### src/rtl/alu_pkg.sv
// Shared constants for the ALU dispatch path: opcodes, input-word field layout
// and the dispatcher state encoding.
package alu_pkg;

  localparam logic [1:0] OP_ADD = 2'b00;
  localparam logic [1:0] OP_MUL = 2'b01;

  localparam int OP_LSB    = 0;
  localparam int OP_W      = 2;
  localparam int ID_LSB    = 2;
  localparam int ID_W      = 8;
  localparam int DATA0_LSB = 10;
  localparam int DATA1_LSB = 26;
  localparam int DATA_W    = 16;

  typedef enum logic [1:0] {
    ST_IDLE  = 2'b00,
    ST_POP   = 2'b01,
    ST_LOAD  = 2'b10,
    ST_ISSUE = 2'b11
  } state_t;

endpackage

### src/rtl/alu_credit_counter.sv
// Result-FIFO credit counter: reserve on pop, refund on drop, return on CSR pop.
// Returns beyond full are ignored and latch a sticky error.
module alu_credit_counter #(
  parameter int DEPTH        = 4,
  parameter int CREDIT_WIDTH = $clog2(DEPTH+1)
) (
  input  logic                    clk,
  input  logic                    rst,
  input  logic                    reserve,
  input  logic                    refund,
  input  logic                    ret,
  output logic [CREDIT_WIDTH-1:0] credits,
  output logic                    credit_err
);

  localparam logic [CREDIT_WIDTH:0]   FULL_W = (CREDIT_WIDTH+1)'(DEPTH);
  localparam logic [CREDIT_WIDTH-1:0] FULL_C = CREDIT_WIDTH'(DEPTH);

  logic [CREDIT_WIDTH-1:0] r_credits;
  logic                    r_err;
  logic                    w_ret_ok;
  logic [CREDIT_WIDTH:0]   w_sum;
  logic [CREDIT_WIDTH-1:0] w_next;
  logic                    w_err_next;

  // Net credit change with clamp to full; reserve only occurs with credits > 0
  always_comb begin
    w_ret_ok   = ret && (r_credits != FULL_C);
    w_sum      = {1'b0, r_credits}
               + (CREDIT_WIDTH+1)'(refund)
               + (CREDIT_WIDTH+1)'(w_ret_ok)
               - (CREDIT_WIDTH+1)'(reserve);
    if (w_sum > FULL_W) begin
      w_next = FULL_C;
    end else begin
      w_next = w_sum[CREDIT_WIDTH-1:0];
    end
    if (ret && !w_ret_ok) begin
      w_err_next = 1'b1;
    end else begin
      w_err_next = r_err;
    end
  end

  // Credit and sticky error registers
  always_ff @(posedge clk) begin
    if (rst) begin
      r_credits <= FULL_C;
      r_err     <= 1'b0;
    end else begin
      r_credits <= w_next;
      r_err     <= w_err_next;
    end
  end

  assign credits    = r_credits;
  assign credit_err = r_err;

endmodule

### src/rtl/alu_dispatch_scheduler.sv
// Pops operation words from FIFO_IN, decodes them and issues ADD/MUL requests
// over valid/ready, gated by result-FIFO credits.
module alu_dispatch_scheduler
  import alu_pkg::*;
#(
  parameter int DATA_SIZE      = DATA_W,
  parameter int MUL_DATA_SIZE  = DATA_SIZE/2,
  parameter int ID_SIZE        = ID_W,
  parameter int OPERATION_SIZE = OP_W,
  parameter int FIFO_IN_WIDTH  = 2*DATA_SIZE+ID_SIZE+OPERATION_SIZE,
  parameter int FIFO_OUT_DEPTH = 4,
  parameter int CREDIT_WIDTH   = $clog2(FIFO_OUT_DEPTH+1)
) (
  input  logic                     clk,
  input  logic                     rst,
  input  logic                     enable,
  input  logic                     fifo_empty,
  input  logic [FIFO_IN_WIDTH-1:0] fifo_rdata,
  output logic                     fifo_r_en,
  output logic                     add_valid,
  input  logic                     add_ready,
  output logic [DATA_SIZE-1:0]     add_op1,
  output logic [DATA_SIZE-1:0]     add_op2,
  output logic [ID_SIZE-1:0]       add_id,
  output logic                     mul_valid,
  input  logic                     mul_ready,
  output logic [MUL_DATA_SIZE-1:0] mul_a,
  output logic [MUL_DATA_SIZE-1:0] mul_b,
  output logic [ID_SIZE-1:0]       mul_id,
  input  logic                     out_pop,
  output logic [CREDIT_WIDTH-1:0]  credits,
  output logic                     busy,
  output logic                     illegal_op,
  output logic [7:0]               drop_cnt,
  output logic                     credit_err
);

  state_t                   r_state, w_state;
  logic                     r_fifo_r_en, w_fifo_r_en;
  logic                     r_add_valid, w_add_valid;
  logic [DATA_SIZE-1:0]     r_add_op1, w_add_op1;
  logic [DATA_SIZE-1:0]     r_add_op2, w_add_op2;
  logic [ID_SIZE-1:0]       r_add_id, w_add_id;
  logic                     r_mul_valid, w_mul_valid;
  logic [MUL_DATA_SIZE-1:0] r_mul_a, w_mul_a;
  logic [MUL_DATA_SIZE-1:0] r_mul_b, w_mul_b;
  logic [ID_SIZE-1:0]       r_mul_id, w_mul_id;
  logic                     r_busy, w_busy;
  logic                     r_illegal_op, w_illegal_op;
  logic [7:0]               r_drop_cnt, w_drop_cnt;
  logic                     w_reserve, w_refund;

  logic [OPERATION_SIZE-1:0] w_op;
  logic [ID_SIZE-1:0]        w_id;
  logic [DATA_SIZE-1:0]      w_data0, w_data1;

  assign w_op    = fifo_rdata[OP_LSB +: OPERATION_SIZE];
  assign w_id    = fifo_rdata[ID_LSB +: ID_SIZE];
  assign w_data0 = fifo_rdata[DATA0_LSB +: DATA_SIZE];
  assign w_data1 = fifo_rdata[DATA1_LSB +: DATA_SIZE];

  alu_credit_counter #(
    .DEPTH        (FIFO_OUT_DEPTH),
    .CREDIT_WIDTH (CREDIT_WIDTH)
  ) u_credit (
    .clk        (clk),
    .rst        (rst),
    .reserve    (w_reserve),
    .refund     (w_refund),
    .ret        (out_pop),
    .credits    (credits),
    .credit_err (credit_err)
  );

  // Next-state and next-output decode; payload holds unless reloaded
  always_comb begin
    w_state      = r_state;
    w_fifo_r_en  = 1'b0;
    w_add_valid  = r_add_valid;
    w_add_op1    = r_add_op1;
    w_add_op2    = r_add_op2;
    w_add_id     = r_add_id;
    w_mul_valid  = r_mul_valid;
    w_mul_a      = r_mul_a;
    w_mul_b      = r_mul_b;
    w_mul_id     = r_mul_id;
    w_illegal_op = 1'b0;
    w_drop_cnt   = r_drop_cnt;
    w_reserve    = 1'b0;
    w_refund     = 1'b0;
    case (r_state)
      ST_IDLE: begin
        if (enable && !fifo_empty && (credits != {CREDIT_WIDTH{1'b0}})) begin
          w_state     = ST_POP;
          w_fifo_r_en = 1'b1;
          w_reserve   = 1'b1;
        end else begin
          w_state = ST_IDLE;
        end
      end
      ST_POP: begin
        w_state = ST_LOAD;
      end
      ST_LOAD: begin
        if (w_op == OP_ADD) begin
          w_add_op1   = w_data0;
          w_add_op2   = w_data1;
          w_add_id    = w_id;
          w_add_valid = 1'b1;
          w_state     = ST_ISSUE;
        end else if (w_op == OP_MUL) begin
          w_mul_a     = w_data0[MUL_DATA_SIZE-1:0];
          w_mul_b     = w_data1[MUL_DATA_SIZE-1:0];
          w_mul_id    = w_id;
          w_mul_valid = 1'b1;
          w_state     = ST_ISSUE;
        end else begin
          // Dropped op gives its reserved result slot back
          w_illegal_op = 1'b1;
          w_refund     = 1'b1;
          if (r_drop_cnt != 8'hFF) begin
            w_drop_cnt = r_drop_cnt + 8'd1;
          end else begin
            w_drop_cnt = r_drop_cnt;
          end
          w_state = ST_IDLE;
        end
      end
      ST_ISSUE: begin
        if ((r_add_valid && add_ready) || (r_mul_valid && mul_ready)) begin
          w_add_valid = 1'b0;
          w_mul_valid = 1'b0;
          w_state     = ST_IDLE;
        end else begin
          w_state = ST_ISSUE;
        end
      end
      default: begin
        w_state = ST_IDLE;
      end
    endcase
    w_busy = (w_state != ST_IDLE);
  end

  // State and registered outputs
  always_ff @(posedge clk) begin
    if (rst) begin
      r_state      <= ST_IDLE;
      r_fifo_r_en  <= 1'b0;
      r_add_valid  <= 1'b0;
      r_add_op1    <= {DATA_SIZE{1'b0}};
      r_add_op2    <= {DATA_SIZE{1'b0}};
      r_add_id     <= {ID_SIZE{1'b0}};
      r_mul_valid  <= 1'b0;
      r_mul_a      <= {MUL_DATA_SIZE{1'b0}};
      r_mul_b      <= {MUL_DATA_SIZE{1'b0}};
      r_mul_id     <= {ID_SIZE{1'b0}};
      r_busy       <= 1'b0;
      r_illegal_op <= 1'b0;
      r_drop_cnt   <= 8'd0;
    end else begin
      r_state      <= w_state;
      r_fifo_r_en  <= w_fifo_r_en;
      r_add_valid  <= w_add_valid;
      r_add_op1    <= w_add_op1;
      r_add_op2    <= w_add_op2;
      r_add_id     <= w_add_id;
      r_mul_valid  <= w_mul_valid;
      r_mul_a      <= w_mul_a;
      r_mul_b      <= w_mul_b;
      r_mul_id     <= w_mul_id;
      r_busy       <= w_busy;
      r_illegal_op <= w_illegal_op;
      r_drop_cnt   <= w_drop_cnt;
    end
  end

  assign fifo_r_en  = r_fifo_r_en;
  assign add_valid  = r_add_valid;
  assign add_op1    = r_add_op1;
  assign add_op2    = r_add_op2;
  assign add_id     = r_add_id;
  assign mul_valid  = r_mul_valid;
  assign mul_a      = r_mul_a;
  assign mul_b      = r_mul_b;
  assign mul_id     = r_mul_id;
  assign busy       = r_busy;
  assign illegal_op = r_illegal_op;
  assign drop_cnt   = r_drop_cnt;

endmodule

### config.mk
export PLATFORM = sky130hd
export DESIGN_NAME = alu_dispatch_scheduler
export DESIGN_NICKNAME = d
export VERILOG_FILES = /design/src/rtl/alu_pkg.sv /design/src/rtl/alu_credit_counter.sv /design/src/rtl/alu_dispatch_scheduler.sv
export SDC_FILE = /design/constraint.sdc
export NUM_CORES = 1
export LEC_CHECK = 0
export CELL_PAD_IN_SITES_DETAIL_PLACEMENT = 0
export CELL_PAD_IN_SITES_GLOBAL_PLACEMENT = 1
export CORE_MARGIN = 3
export CORE_UTILIZATION = 27
export CTS_CLUSTER_DIAMETER = 30
export DETAILED_ROUTE_END_ITERATION = 12
export PLACE_DENSITY = 0.81
export SLEW_MARGIN = 15
export SYNTH_ARGS = -nofsm -noshare
export SYNTH_HDL_FRONTEND = slang
export SYNTH_SLANG_ARGS = --single-unit
### constraint.sdc
create_clock -name clk -period 2.6 [get_ports clk]
set_input_delay 0.65 -clock clk [delete_from_list [all_inputs] [get_ports clk]]
set_output_delay 0.65 -clock clk [all_outputs]
set_load 0.01 [all_outputs]
==> images/util_map.png <==
11 x 11 tiles, from white (low) to dark blue (high), 0 to 100% covered.
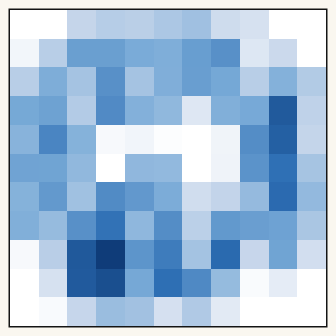
The mean over all tiles is 38%. The fullest tile reaches 95%. 12% of the tiles are nearly empty. 6.6% of the tiles are over 75% full.

==> images/m3.png <==
Scale bar: 20 µm.
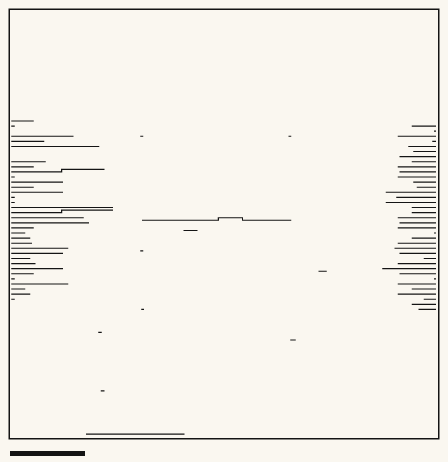
The layer holds 7.4% of the routed length. 74 nets have wire on it. The longest straight run is 26.9 µm. The layer carries 678 µm of wire. The wires run mostly horizontal.

==> images/class_map.png <==
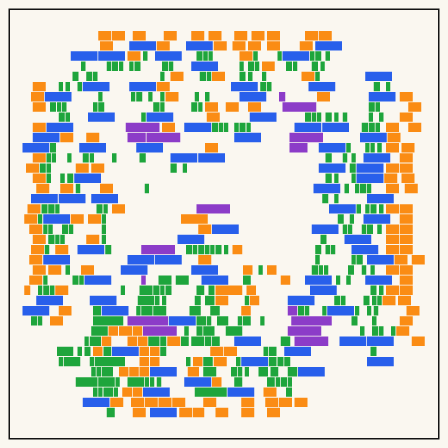
Key: clock drivers and dummy loads = purple [cells 16, share of their area 6.7%]; registers = blue [cells 83, share of their area 34%]; remaining buffers and delay cells = orange [cells 155, share of their area 31%]; remaining logic cells = green [cells 283, share of their area 29%]

==> qor.csv <==
stage;metric;value;unit
critical_path;critical-path maximum fanout;3;
final_timing;period utilization;0.952;
critical_path;Setup crit start kind;primary input;
final_timing;PnR worst setup slack;0.124;ns
place;port bufs;129;
run;tool warning count;28;
cts;CTS H-tree lvls;3;
worst_hold_path;Worst Hold Class;flop to flop;
cts;CTS Buf Count;9;
place;worst slack at placement;-0.603;ns
synth;most frequent cell after synthesis;nand2_1;
synth;post-synth cell types;34;
cts;Root Buffer;clkbuf_16;
synth;Top area cell types;dfxtp_1 (52%), nand2_1 (16%), a21oi_1 (11%);
run_status;status;finished clean;
detailed_routing;first-pass iteration count of the detailed router;4;
worst_hold_path;hold wc startpoint;mul_a[1]$_SDFFE_PP0P_;
cts;CTS sink cnt;83;
final_timing;RSZ-0062 raised after global routing;no;
floorplan;Chip Width;114;µm
critical_path;Critical Path RT;2.85;ns
worst_hold_path;Hold EP;mul_a[1]$_SDFFE_PP0P_;
final_timing;Final Hold Viols;0;
final_layout;Post-layout nets;588;
cts;clock tree from TritonCTS;done;
final_layout;register area;0.00166;mm²
final_timing;Setup Viol. Count Final;0;
synth;Post-synth ARST share;0;
synth;YS chip area;0.00317;mm²
final_timing;fin. max-slew vios;0;
synth;Post-synth regs;83;
grt;first-pass GRT wire length;14800;µm
run;total of max-cap violations;0;
final_layout;Design Area, Final;0.00510;mm²
synth;Max-area cell share;0.525;
final_layout;Synth-to-Final Area Change;61.0;%
final_layout;proportion of layout cells with a drive suffix above 1;0.0950;
place;placed cell areas;0.00465;mm²
worst_hold_path;Worst Hold Path Cells;2;
synth;yosys stat cell total;391;
critical_path;Critical Path Sink Type;flop;
power;Power Dens Cells;662;mW/mm²
detailed_routing;Remaining DRCs;0;
detailed_routing;vias per cell;4.55;
grt;vias in the first global route;3057;
cts;Latency at later pin;0.33;ns
critical_path;reg2reg path depth;14;
final_layout;Comb gate area;0.00138;mm²
synth;Yosys top cell by area;dfxtp_1;
synth;Synth Net Count;447;
detailed_routing;post-route ant nets;0;
detailed_routing;WL/cell;13.6;µm
place;RePlAce Congestion;0.749;
floorplan;Ports;130;
critical_path;register-to-register setup slack;0.21;ns
critical_path;worst r2r dst;r_state[0]$_SDFF_PP0_;
detailed_routing;DRT Wirelength;9190;µm
floorplan;# rows;38;
synth;number of synthesis warnings;0;
synth;commonest cells in the netlist;nand2_1 (136), dfxtp_1 (83), a21oi_1 (70);
synth;Post-synth EDFFs;0;
critical_path;Critical Path Source;fifo_empty;
grt;grt ovf;0;
floorplan;Die H;114;µm
final_timing;Rel. slew slack;0.465;
place;DP HPWL;6540;µm
synth;cells after synthesis;391;
final_timing;Period minus WS final;2.48;ns
grt;antenna violations before repair;0;
synth;sequential share of the synthesized area;0.525;
final_timing;slew at the pin closest to its max-slew limit;0.803;ns
grt;largest net degree at the start of global routing;44;
cts;clk buf depth;2;
floorplan;Core Density at Floorplan;0.285;
critical_path;RR Startpoint;r_state[1]$_SDFF_PP0_;
power;Max VDD drop;359;µV
grt;Total GRT Usage;0.141;
critical_path;WS Path Type;primary input to flop;
power;leakage;1.81;nW
detailed_routing;Starting DRT DRC Count;155;
final_timing;clk_skew;0.00539;ns
synth;mean post-synth cell area;8.10;µm²
final_timing;Fmax;404;MHz
synth;area of the mapped netlist;0.00317;mm²
cts;CTS clk-pin slew, worst paths;0.06;ns
floorplan;die area;0.0131;mm²
==> images/ff_map.png <==
Scale bar: 20 µm. Other sequential cells in the stronger grey, the rest of the logic in the fainter grey.
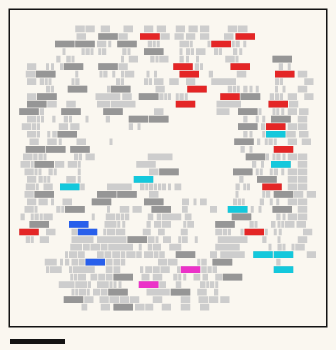
Key: r_state = magenta [placed flops 2]; add_id = cyan [placed flops 8]; add_op2 = red [placed flops 16]; u_credit.credits = blue [placed flops 3]

==> images/placed.png <==
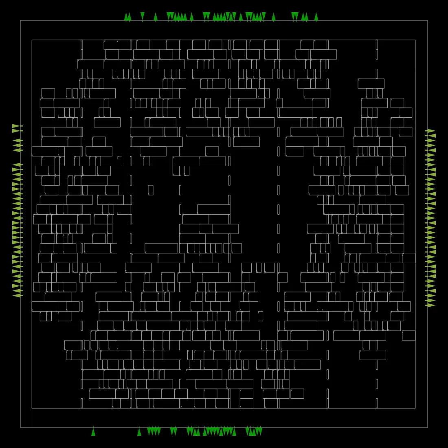
fill cell total of the finished layout: 1118
CORE AREA: 0.0111 mm²

## worst max-delay path: stages
cell           delay [ns]
dlygate4sd2_1        0.26
nor4b_4              0.24
o31ai_2              0.11
buf_4                0.14
buf_4                0.12
buf_4                0.12
buf_4                0.12
buf_4                0.11
buf_4                0.12
buf_4                0.12
buf_4                0.12
buf_4                0.12
buf_4                0.12
buf_4                0.13
a31oi_1              0.13
## through the flow
step                total power [mW]   util  hold slack (ns)  std cells  setup TNS [ns]
floorplan                       1.66      -            0.481        391               0
global placement                1.91  0.418            0.441        649           -1.41
detailed placement              1.93  0.418            0.447        649           -1.69
CTS                             3.43  0.458            0.454        677               0
global route                    3.54  0.458            0.470        677               0
finish                          3.38  0.458            0.453        677               0
## per-layer routing
| metal | global-route usage | part of all wire | vias to the layer above |
|---|---|---|---|
| li1 | - | - | 1567 |
| met1 | 0.167 | 0.43 | 1420 |
| met2 | 0.238 | 0.48 | 82 |
| met3 | 0.0396 | 0.074 | 11 |
| met4 | 0.0610 | 0.019 | 0 |
| met5 | 0 | 0 | - |
## how the worst max path moves through the flow
stage	end	slack, ns	depth (start not counted)
2_1_floorplan	u_credit.credits[2]$_SDFF_PP1_	0.03	10
3_3_place_gp	u_credit.credits[2]$_SDFF_PP1_	-0.53	11
3_5_place_dp	u_credit.credits[2]$_SDFF_PP1_	-0.60	11
4_1_cts	u_credit.credits[2]$_SDFF_PP1_	0.1	11
5_1_grt	r_state[0]$_SDFF_PP0_	0.02	15
6_report	r_state[0]$_SDFF_PP0_	0.12	15
## flip-flops by register name, summed over array words and instances (netlist names), 2 cells and up
signal and count:
u_credit.credits 3, mul_a 8, add_id 8, mul_id 8
add_op1 16, add_op2 16, drop_cnt 8, mul_b 8
r_state 2
## cell type report
class	count	share of cell area
clock buffer	12	0.0503
clock inverter	4	0.0142
inverter	12	0.00884
multi-input combinational	271	0.271
sequential	83	0.326
tap	140	0.0344
timing repair buffer	155	0.295
## timing repair
action / 4_1_cts / 5_1_grt
endpoints found under the setup margin: 3 / 4
gates resized: 10 / 0
setup buffers: 12 / 0
pin swaps: 5 / 2
hold buffers: 0 / 0
## where the power goes
group          internal (mW)  total, mW  switching (mW)  leakage [nW]
sequential              1.33       1.39          0.0556         0.671
clock                  0.892       1.38           0.487         0.159
combinational          0.339      0.609           0.270         0.981
total                   2.56       3.38           0.813          1.81
## placed cells by master, fill, tap and decap left out, types with 2 or more instances in the layout
master           count
clkbuf_8             2
nand2_1            136
nand3_1              3
o21ai_0              5
dlygate4sd2_1        2
ha_1                 5
bufinv_16            2
nor2_1              11
xnor2_1              2
buf_12               2
inv_2                2
mux2i_1              2
and2_1               2
and3_1               2
dfxtp_1             83
inv_1               10
a211oi_1             4
fa_2                 2
and4_1               3
or3_1                2
a31oi_1              4
a21oi_1             70
clkbuf_16            9
a41o_1               2
buf_4               24
clkdlybuf4s50_1    126
## cells by family after synthesis
group / share of synthesized area
adder cells (fa/ha/maj): 0.0324
AND-OR/OR-AND: 0.149
multiplexers: 0.00632
AND/OR/NAND/NOR: 0.227
buffers and inverters: 0.0490
XOR/XNOR: 0.0111
flip-flops: 0.525
No activity file was given, so power comes from the tool's default toggle rates.
